Fig. 1: cell sizes after repair
The bar under the picture is 20 um long.
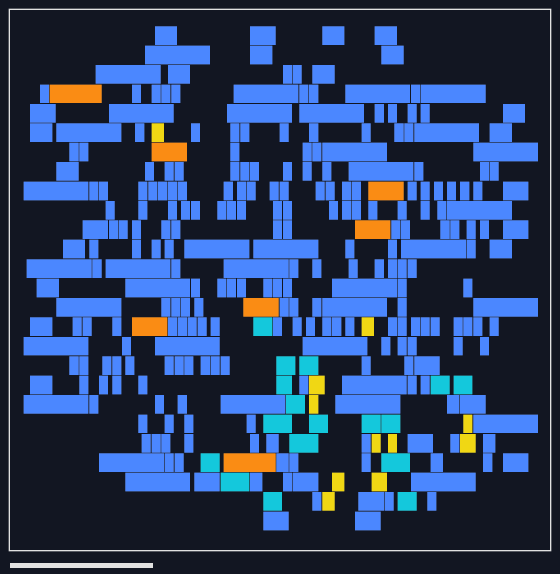
Fig. 2: clock network drawn from the DEF
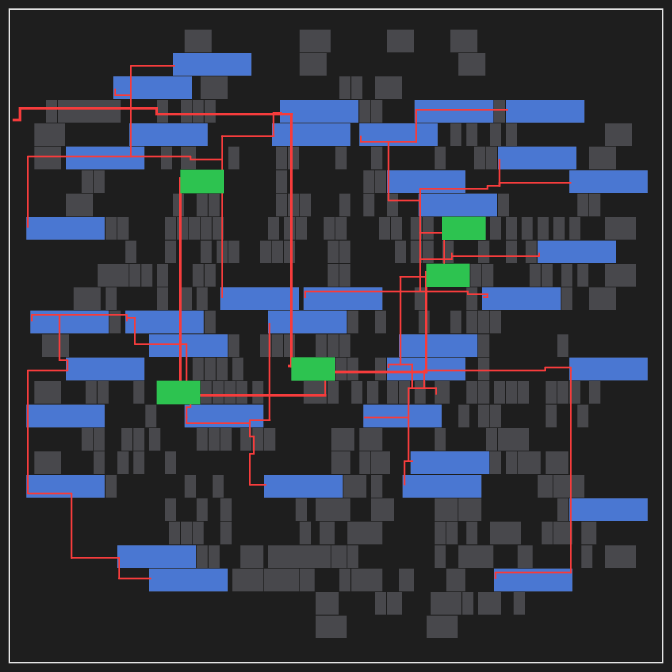
Fig. 3: I/O pins on the die edge
Pins as bars across the die edge, other pins in grey.
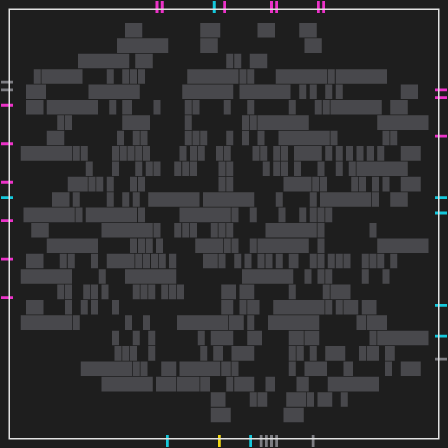
Fig. 4: cells coloured by class
The bar under the picture is 20 um long.
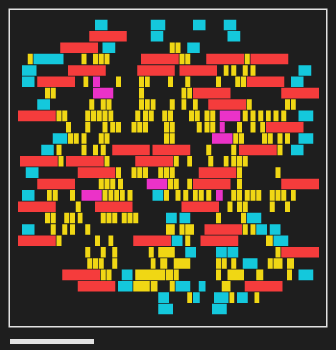
Fig. 5: the clock network
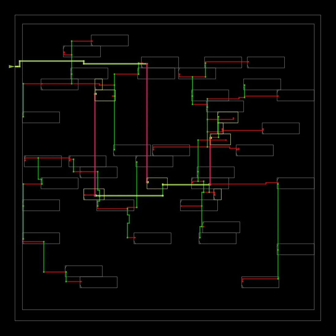
==> config.mk <==
export PLATFORM = sky130hd
export DESIGN_NAME = load_extend_unit
export DESIGN_NICKNAME = d
export VERILOG_FILES = /design/src/rtl/load_extend_pkg.sv /design/src/rtl/load_extend_unit_byte_extender.sv /design/src/rtl/load_extend_unit.sv
export SDC_FILE = /design/constraint.sdc
export NUM_CORES = 1
export LEC_CHECK = 0
export ABC_AREA = 1
export CAP_MARGIN = 20
export CORE_MARGIN = 1.5
export CORE_UTILIZATION = 35
export DETAILED_ROUTE_END_ITERATION = 6
export PLACE_DENSITY = 0.54
export SLEW_MARGIN = 20
export SYNTH_ARGS = -nofsm -noshare
export SYNTH_HDL_FRONTEND = slang
export SYNTH_SLANG_ARGS = --single-unit
export TNS_END_PERCENT = 10
==> constraint.sdc <==
create_clock -name clk -period 1.5 [get_ports clk]
set_input_delay 0.3 -clock clk [delete_from_list [all_inputs] [get_ports clk]]
set_output_delay 0.3 -clock clk [all_outputs]
set_load 0.02 [all_outputs]
==> src/rtl/load_extend_pkg.sv <==
// Shared constants for the load-extend unit: request mode codes and FSM state encoding.
package load_extend_pkg;

  localparam logic [1:0] MODE_ZEXT_B = 2'b00;
  localparam logic [1:0] MODE_SEXT_B = 2'b01;
  localparam logic [1:0] MODE_WORD   = 2'b10;
  localparam logic [1:0] MODE_RSVD   = 2'b11;

  localparam logic [1:0] IDLE    = 2'd0;
  localparam logic [1:0] COLLECT = 2'd1;
  localparam logic [1:0] DONE    = 2'd2;

endpackage

==> src/rtl/load_extend_unit_byte_extender.sv <==
// Combinational widener: zero- or sign-extends a narrow value to OUT_WIDTH bits.
module byte_extender #(
  parameter int IN_WIDTH  = 8,
  parameter int OUT_WIDTH = 16
) (
  input  logic [IN_WIDTH-1:0]  i_data,
  input  logic                 i_sign_en,
  output logic [OUT_WIDTH-1:0] o_data
);

  logic w_fill;

  assign w_fill = i_sign_en & i_data[IN_WIDTH-1];
  assign o_data = {{(OUT_WIDTH-IN_WIDTH){w_fill}}, i_data};

endmodule

==> src/rtl/load_extend_unit.sv <==
// Load-data formatter: collects memory beats little-endian into a word, or extends a
// single byte, and presents the result with a one-cycle valid pulse.
module load_extend_unit
  import load_extend_pkg::*;
#(
  parameter int DATA_WIDTH = 16,
  parameter int BUS_WIDTH  = 8
) (
  input  logic                  clk,
  input  logic                  rst,
  input  logic                  req_valid,
  input  logic [1:0]            req_mode,
  output logic                  req_ready,
  input  logic                  mem_valid,
  input  logic [BUS_WIDTH-1:0]  mem_data,
  output logic [DATA_WIDTH-1:0] result,
  output logic                  result_valid,
  output logic                  busy
);

  localparam int BEATS = DATA_WIDTH / BUS_WIDTH;
  localparam int CNT_W = (BEATS > 1) ? $clog2(BEATS) : 1;

  logic [1:0]            r_state;
  logic [1:0]            r_mode;
  logic [CNT_W-1:0]      r_cnt;
  logic [DATA_WIDTH-1:0] r_asm;
  logic [DATA_WIDTH-1:0] r_result;

  logic [DATA_WIDTH-1:0] w_asm;
  logic [DATA_WIDTH-1:0] w_ext;
  logic [DATA_WIDTH-1:0] w_format;
  logic                  w_last;
  logic                  w_word;

  // Assembly register with the incoming beat merged into the current slot, so the
  // final beat can go straight into the result on the same edge.
  always_comb begin
    w_asm = r_asm;
    for (int b = 0; b < BEATS; b++) begin
      if (r_cnt == CNT_W'(b)) begin
        w_asm[b*BUS_WIDTH +: BUS_WIDTH] = mem_data;
      end
    end
  end

  byte_extender #(
    .IN_WIDTH  (BUS_WIDTH),
    .OUT_WIDTH (DATA_WIDTH)
  ) u_byte_extender (
    .i_data    (mem_data),
    .i_sign_en (r_mode == MODE_SEXT_B),
    .o_data    (w_ext)
  );

  assign w_word   = (r_mode == MODE_WORD);
  assign w_last   = w_word ? (r_cnt == CNT_W'(BEATS-1)) : 1'b1;
  assign w_format = w_word ? w_asm : w_ext;

  always_ff @(posedge clk or posedge rst) begin
    if (rst) begin
      r_state  <= IDLE;
      r_mode   <= MODE_ZEXT_B;
      r_cnt    <= '0;
      r_asm    <= '0;
      r_result <= '0;
    end else begin
      case (r_state)
        IDLE: begin
          if (req_valid) begin
            r_mode  <= req_mode;
            r_cnt   <= '0;
            r_state <= COLLECT;
          end
        end
        COLLECT: begin
          if (mem_valid) begin
            r_asm <= w_asm;
            if (w_last) begin
              r_result <= w_format;
              r_cnt    <= '0;
              r_state  <= DONE;
            end else begin
              r_cnt <= r_cnt + CNT_W'(1);
            end
          end
        end
        DONE:    r_state <= IDLE;
        default: r_state <= IDLE;
      endcase
    end
  end

  assign req_ready    = (r_state == IDLE);
  assign busy         = (r_state != IDLE);
  assign result_valid = (r_state == DONE);
  assign result       = r_result;

endmodule

==> results_dict.tcl <==
# collected from the flow reports
set metrics [dict create \
    top_layer_used "met4" \
    yosysWarningCount 0 \
    die_x_um 75.7 \
    synthCells 260 \
    timing.critical_path.max_delay_family "flip-flops" \
    use_met3 0.0370 \
    busiest_layer "met2" \
    num_antenna_cells 0 \
    critical_path_cell_count 3 \
    initialDrtViolationCount 120 \
    max_slew.worst_pin.slew_ps 326 \
    vias 1665 \
    io-pin-count 33 \
    critPathMaxFanout 3 \
    grt_max_degree 38 \
    antenna_left 0 \
    finalPower_mw 4.73 \
    ys_seq_share 0.501 \
    place.gp.congestion 0.766 \
    cts_root_buf "clkbuf_8" \
    timing.rr.start "r_state[1]$_DFFE_PP0P_" \
    cellLeakagePower_nw 1.39 \
    status "complete, no violations" \
    arrival_ps 1120 \
    cellPowerDensity_nw_per_um2 2000 \
    r2r_setup_slack_ps 220 \
    drc 0 \
    grt_pass1_vias 1583 \
    hold_viol 0 \
    cp.required_ps 1200 \
    start_kind "flip-flop" \
    fp_util 0.362 \
    place_ws_ps -28.3 \
    cts_max_level 2 \
    wl_per_cell_um 12.1 \
    synth_top_area_share 0.501 \
    wl_met1_mm 2.28 \
    path_cells "inv_2 > nor2_1 > clkdlybuf4s15_1" \
    end_kind "output port" \
    cts.repair.resized 22 \
    slowest_delay_ps 400 \
    drv_cap 0 \
    vdd_drop_max_mv 0.900 \
    reg2reg_depth 6 \
    synth-edff-count 0 \
    antenna_found_initial 0 \
    ys_area_um2 1850 \
    gr-usage-met1 0.244 \
    max_freq_ghz 0.703 \
    warning_count 26 \
    criticalPathCategory "flip-flop to output port" \
    top_cells_by_area "dfrtp_1 (50%), nand2_1 (38%), nor2_4 (1.8%)" \
    synth_nets 274 \
    finalWorstSetupSlack_ps 77.9 \
    avgSynthCellArea_um2 7.11 \
    routed-wl-met3_um 173 \
    ys_cells 260 \
    holdWs_ps 351 \
    setup_viol 0 \
    place_hpwl_mm 2.97 \
    cts_tree "done" \
    totalWireLength_mm 4.53 \
    dieArea_um2 5730 \
    crit_end "result_valid" \
    ys.flop_type "dfrtp_1" \
    critPathBufInv 2 \
    yosysMostFrequentCell "nand2_1" \
    synth_area_um2 1850 \
    clockBufferDepth 2 \
    core_area_um2 5110 \
    clkSlewWorstSetupHoldPaths_ps 80 \
    drive_above_1_share 0.115 \
    vias_per_cell 4.44 \
    synth_top_cell_by_area "dfrtp_1" \
    yosysUniqueCellTypes 17 \
    crit-reg2reg-capture "result[5]$_DFFE_PP0P_" \
    fin_crit_sh 0.948 \
    drt-pass1-iter-count 4 \
    synthTopCellsByCount "nand2_1 (189), dfrtp_1 (37)" \
    grt_use_total 0.182 \
    gr-usage-met2 0.289 \
    rsz0062_at_grt "no" \
    cts_hold_buf 0 \
    wl_met2_mm 2.01 \
    slew_headroom 0.782 \
    grt_overflow_total 0 \
    crit_slowest_cell "dfrtp_1" \
    critPathLaunch "r_state[1]$_DFFE_PP0P_" \
    grt_pass1_wl_mm 7.62 \
    drv_slew 0 \
    hp-class "input port to asynchronous set/reset pin" \
    cts_setup_buffers 0 \
    async_reset_ff_frac 1.00 \
    synth-seq-cells 37 \
    final_nets 318 \
    fin_crit_ps 1420 \
]
## Picture notes: Fig. 1
[blue] x1 and smaller | cells: 270 | share: 89%
[yellow] x2 | cells: 11 | share: 3.6%
[orange] x6 and larger | cells: 7 | share: 2.3%
[cyan] x3 and x4 | cells: 17 | share: 5.6%
area grow syn2layout: 28.1%
finished layout cell area: 2370 um^2

## Picture notes: Fig. 2
[red] clock wires | length: 542 um
[green] clock-net drivers | count: 5
[blue] flip-flops | count: 37
routed clock nets: 6
worst clock skew: 9.99 ps
clk latency late pin: 290 ps
Clock net power: 0.686 mW
Clock power frac: 0.145

## Picture notes: Fig. 3
[yellow] mem_valid | pins: 1 | direction: input | edge: bottom
[cyan] mem_data | pins: 8 | direction: input | edge: 4 right, 2 bottom, 1 top, 1 left
[magenta] result | pins: 16 | direction: output | edge: 7 top, 6 left, 3 right
all pins by edge: 9 left, 8 bottom, 8 top, 8 right
die height: 75.7 um
Port-buffer cells: 32

## Picture notes: Fig. 4
[magenta] clock drivers and dummy loads | cells: 8 | share of their area: 3.6%
[red] registers | cells: 37 | share of their area: 41%
[cyan] remaining buffers and delay cells | cells: 45 | share of their area: 18%
[yellow] remaining logic cells | cells: 215 | share of their area: 38%
Seq area share: 0.391
FP Rows: 26
Core Util, Final: 0.463

## Picture notes: Fig. 5
Sink Count: 37
clkbuf count: 6
Num CTS Buffers: 5
flop count: 37

## layout by cell type (no fill, tap or decap)
master / n
nand3_1: 3
nor2_8: 1
nor2_2: 1
nor2_1: 3
a21oi_1: 2
clkdlybuf4s15_1: 1
buf_12: 1
clkbuf_2: 2
buf_4: 12
dlygate4sd2_1: 16
clkinv_2: 2
dfrtp_1: 37
inv_4: 1
nand2_4: 1
inv_2: 4
nand2_2: 2
clkbuf_1: 1
clkdlybuf4s50_1: 13
inv_1: 4
nor2_4: 3
o21ai_0: 1
clkbuf_8: 5
nand2_1: 189
## logic make-up after synthesis
| group | Yosys count | share of synthesized area |
|---|---|---|
| and+or+nand+nor | 203 | 0.442 |
| DFF | 37 | 0.501 |
| buffers and inverters | 17 | 0.0487 |
| AOI/OAI and AO/OA | 3 | 0.00812 |
## layout make-up
cell class,instances,area [um^2]
Fill cell,546,2740
Clock inverter,2,10.0
Tap cell,70,87.6
Timing Repair Buffer,45,400
Sequential cell,37,926
Clock buffer,6,72.6
Multi-Input combinational cell,206,835
Inverter,9,36.3
## flip-flops by register name (all words and copies together), names as in the netlist
signal,count
r_state,2
r_mode,2
r_cnt,1
r_asm,16
result,16
## metrics by stage
| stage | cells | setup TNS [ps] | cell area, um^2 |
|---|---|---|---|
| 2_1_floorplan | 260 | 0 | 1850 |
| 3_3_place_gp | 367 | -34.6 | 2310 |
| 3_5_place_dp | 367 | -74.2 | 2310 |
| 4_1_cts | 375 | 0 | 2380 |
| 5_1_grt | 375 | 0 | 2370 |
| 6_report | 375 | 0 | 2370 |
## power breakdown
group          leakage (nW)  internal (mW)  switching [mW]
Combinational         0.875          0.848            1.54
Sequential            0.471           1.43           0.232
Clock                0.0450          0.322           0.364
Total                  1.39           2.60            2.14
Power is estimated from default activity; no workload was simulated.
